$ cat config.mk
export PLATFORM = sky130hd
export DESIGN_NAME = mbus_power_sequencer
export DESIGN_NICKNAME = d
export VERILOG_FILES = /design/src/rtl/mbus_power_sequencer.sv
export SDC_FILE = /design/constraint.sdc
export NUM_CORES = 1
export LEC_CHECK = 0
export CAP_MARGIN = 25
export CELL_PAD_IN_SITES_DETAIL_PLACEMENT = 1
export CELL_PAD_IN_SITES_GLOBAL_PLACEMENT = 1
export CORE_AREA = 2 2 60 51
export DETAILED_ROUTE_END_ITERATION = 10
export DIE_AREA = 0 0 62 53
export MAX_ROUTING_LAYER = met4
export PLACE_DENSITY = 0.72
export SYNTH_ARGS = -nofsm -noshare
export SYNTH_HDL_FRONTEND = slang
export SYNTH_SLANG_ARGS = --single-unit
export TNS_END_PERCENT = 1
$ cat constraint.sdc
create_clock -name CLK -period 2.6 [get_ports CLK]
set_input_delay 0.26 -clock CLK [delete_from_list [all_inputs] [get_ports CLK]]
set_output_delay 0.26 -clock CLK [all_outputs]
set_load 0.01 [all_outputs]
$ cat src/rtl/mbus_power_sequencer.sv
// Timed power-domain sequencer for one MBus layer: orders MBC_SLEEP/ISOLATE/RESET
// on sleep entry and wake-up, merges wake sources and records the wake cause.
module mbus_power_sequencer #(
    parameter int NUM_REQ = 3,
    parameter int CNT_W   = 4,
    parameter int ISO_DLY = 2,
    parameter int RST_DLY = 2,
    parameter int PWR_DLY = 4
) (
    input  logic               CLK,
    input  logic               RESETn,
    input  logic               SLEEP_REQ,
    input  logic [NUM_REQ-1:0] WAKEUP_REQ,
    input  logic               MBUS_DIN,
    output logic               MBC_SLEEP,
    output logic               MBC_ISOLATE,
    output logic               MBC_RESET,
    output logic               SYSTEM_ACTIVE,
    output logic [NUM_REQ:0]   WAKE_SRC
);

    typedef enum logic [2:0] {
        ST_ACTIVE,
        ST_ENTER_ISO,
        ST_ENTER_RST,
        ST_SLEEP,
        ST_WAKE_PWR,
        ST_WAKE_ISO
    } state_t;

    localparam logic [CNT_W-1:0] ISO_LD = CNT_W'(ISO_DLY - 1);
    localparam logic [CNT_W-1:0] RST_LD = CNT_W'(RST_DLY - 1);
    localparam logic [CNT_W-1:0] PWR_LD = CNT_W'(PWR_DLY - 1);

    state_t             state, state_nx;
    logic [CNT_W-1:0]   cnt, cnt_nx;
    logic [NUM_REQ:0]   pend, pend_nx;
    logic [NUM_REQ:0]   src_nx;
    logic [NUM_REQ:0]   wake_vec;
    logic               wake_evt;
    logic [2:0]         ctl_nx;
    logic               act_nx;

    // Bus activity is an active-low wake source placed above the request bits.
    assign wake_vec = {~MBUS_DIN, WAKEUP_REQ};
    assign wake_evt = |wake_vec;

    always_comb begin
        state_nx = state;
        cnt_nx   = (cnt != '0) ? cnt - CNT_W'(1) : cnt;
        pend_nx  = pend;
        src_nx   = WAKE_SRC;
        case (state)
            ST_ACTIVE: begin
                if (SLEEP_REQ && !wake_evt) begin
                    state_nx = ST_ENTER_ISO;
                    cnt_nx   = ISO_LD;
                    src_nx   = '0;
                end
            end
            ST_ENTER_ISO: begin
                pend_nx = pend | wake_vec;
                if (cnt == '0) begin
                    state_nx = ST_ENTER_RST;
                    cnt_nx   = RST_LD;
                end
            end
            ST_ENTER_RST: begin
                pend_nx = pend | wake_vec;
                if (cnt == '0) begin
                    state_nx = ST_SLEEP;
                    cnt_nx   = '0;
                end
            end
            ST_SLEEP: begin
                if (wake_evt || (pend != '0)) begin
                    state_nx = ST_WAKE_PWR;
                    cnt_nx   = PWR_LD;
                    src_nx   = wake_vec | pend;
                    pend_nx  = '0;
                end
            end
            ST_WAKE_PWR: begin
                if (cnt == '0) begin
                    state_nx = ST_WAKE_ISO;
                    cnt_nx   = ISO_LD;
                end
            end
            ST_WAKE_ISO: begin
                if (cnt == '0) begin
                    state_nx = ST_ACTIVE;
                    cnt_nx   = '0;
                end
            end
            default: begin
                state_nx = ST_SLEEP;
                cnt_nx   = '0;
            end
        endcase
    end

    // Outputs are decoded from the next state so they register on the same edge.
    always_comb begin
        ctl_nx = 3'b111;
        act_nx = 1'b0;
        case (state_nx)
            ST_ACTIVE:    begin ctl_nx = 3'b000; act_nx = 1'b1; end
            ST_ENTER_ISO: ctl_nx = 3'b010;
            ST_ENTER_RST: ctl_nx = 3'b011;
            ST_SLEEP:     ctl_nx = 3'b111;
            ST_WAKE_PWR:  ctl_nx = 3'b011;
            ST_WAKE_ISO:  ctl_nx = 3'b001;
            default:      ctl_nx = 3'b111;
        endcase
    end

    always_ff @(posedge CLK or negedge RESETn) begin
        if (!RESETn) begin
            state         <= ST_SLEEP;
            cnt           <= '0;
            pend          <= '0;
            WAKE_SRC      <= '0;
            MBC_SLEEP     <= 1'b1;
            MBC_ISOLATE   <= 1'b1;
            MBC_RESET     <= 1'b1;
            SYSTEM_ACTIVE <= 1'b0;
        end else begin
            state         <= state_nx;
            cnt           <= cnt_nx;
            pend          <= pend_nx;
            WAKE_SRC      <= src_nx;
            MBC_SLEEP     <= ctl_nx[2];
            MBC_ISOLATE   <= ctl_nx[1];
            MBC_RESET     <= ctl_nx[0];
            SYSTEM_ACTIVE <= act_nx;
        end
    end

    a_sleep_gated: assert property (@(posedge CLK) disable iff (!RESETn)
        MBC_SLEEP |-> (MBC_ISOLATE && MBC_RESET));
    a_iso_release: assert property (@(posedge CLK) disable iff (!RESETn)
        !MBC_ISOLATE |-> !MBC_SLEEP);
    a_active_clear: assert property (@(posedge CLK) disable iff (!RESETn)
        SYSTEM_ACTIVE |-> !(MBC_SLEEP || MBC_ISOLATE || MBC_RESET));

endmodule
==> highlights.md <==
Finish
• final cell count without fillers: 157
• number of nets in the layout: 130
• multi-input gate area in the final layout: 500 µm²
• count of non-CTS buffers in the layout: 15
• number of filler instances in the final layout: 303
• total number of sequential cells: 19
• area overhead of the layout relative to synthesis: 18.8%
• Reg area: 482 µm²
• proportion of cell area spent on the clock network: 2.16%
• antenna cells: 0
• share of the final layout cell area in multi-input gates: 41.1%
• final-layout clock buffer total: 4

Worst setup path
• launch instance of the worst register-to-register path: cnt[0]$_DFF_PN0_
• crit path capture type: register
• number of buffers and inverters on the critical path: 2
• Crit Path Category: reg2reg
• depth of the worst register-to-register path: 9

Timing
• Max Transition Viols Final: 0
• Hold Violations, Final: 0
• highest clock frequency the design can meet: 0.437 GHz
• measured slew at the worst slew-check pin: 0.807 ns
• share of the clock period used by the worst path after layout: 88.0%
• worst hold margin: 0.424 ns

Synthesis
• Mapped Area: 0.00103 mm²
• register area share after synthesis: 47.0%
• Commonest cells post-synth: sky130_fd_sc_hd__dfrtp_1, sky130_fd_sc_hd__nor2_1, sky130_fd_sc_hd__a21oi_1, sky130_fd_sc_hd__nand2_1
• number of synthesized register bits: 19
• top cells by area: sky130_fd_sc_hd__dfrtp_1, sky130_fd_sc_hd__dfstp_2, sky130_fd_sc_hd__nor2_1, sky130_fd_sc_hd__a21oi_1, sky130_fd_sc_hd__ha_1
• Dominant flop cell: sky130_fd_sc_hd__dfrtp_1

CTS
• buffer count from post-CTS setup fixing: 0
• TritonCTS clock tree: done
• number of hold-repair buffers added at the cts stage: 0
• number of H-tree levels: 1
• total CTS buffers: 3
• Sinks on Clock Net: 19
• Skew-Pair Late Insertion Delay: 0.29 ns

Floorplanning
• chip width: 62 µm
• Init Core Util: 38.6%
• top-level I/O count: 15

Global route
• pin count of the biggest net entering global routing: 22
• all-layer global routing usage: 16.3%

Drt
• number of remaining DRC errors: 0
• post-detailed-route via-to-cell ratio: 5.17
• DRC marker count from the first detailed-route iteration: 23
• met2 wire length: 1010 µm
• DR vias: 811
• length of routed met3 wiring: 52 µm

Status
• status: finished, final reports clean

Placement
• final HPWL from detailed placement: 1710 µm
• cell area after placement: 0.00119 mm²
• Final GP Congestion: 0.770

Pwr
• group drawing the most power: combinational logic
• static leakage: 0.000477 µW
• part of the total power dissipated in the clock network: 9.4%
• register share of total power: 41.2%
• reported combinational group power: 782 µW

Worst hold path
• path category of the worst min-delay check: in2async

## through the flow
step / util, % / total power [µW] / worst slack [ns]
floorplan: - / 1170 / 0.627
global placement: 44.8 / 1410 / 0.479
detailed placement: 44.8 / 1440 / 0.345
CTS: 45.8 / 1600 / 0.312
global route: 45.8 / 1740 / 0.0894
finish: 45.8 / 1580 / 0.313
## registers in the layout, indices dropped and copies added, names as in the netlist
register       count
MBC_ISOLATE        1
MBC_RESET          1
MBC_SLEEP          1
SYSTEM_ACTIVE      1
WAKE_SRC           4
cnt                4
pend               4
state              3
## cells by family after synthesis
group	after synthesis	share of synthesized area, %
simple gates	43	23.9
xor+xnor	3	2.56
buf+inv	9	4.27
fa+ha+maj	3	3.66
compound gates	28	18.7
flops	19	47.0
**Close-up of the layout**

Region (16, 12) to (46, 42) µm. Cells in grey, sequential cells in the stronger grey; small squares are vias.
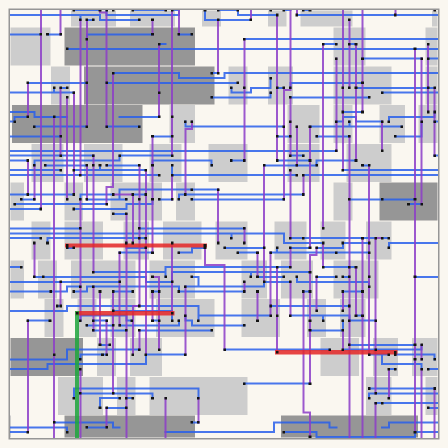
M1 -> blue
M4 -> green
M3 -> red
M2 -> purple
cells with their middle in the window = 58
netlist names of flops here include = `WAKE_SRC` (2), `cnt` (2)
sequential cells in the window = 6
most frequent = nor2_1 (6)

**Wire density map**

(4 px per µm) The die is cut into 12 by 11 equal tiles; dark purple is low, yellow is high, scaled to the fullest tile. Values are wire area over tile area, all layers added.
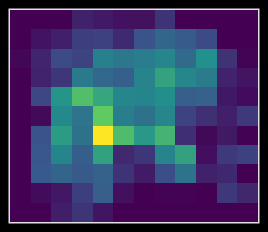
tiles over half the peak = 9.1%
densest ninth of the die = centre
mean over tiles = 0.11
fullest tile = 0.51
nearly empty tiles = 26%

No activity file was given, so power comes from the tool's default toggle rates.
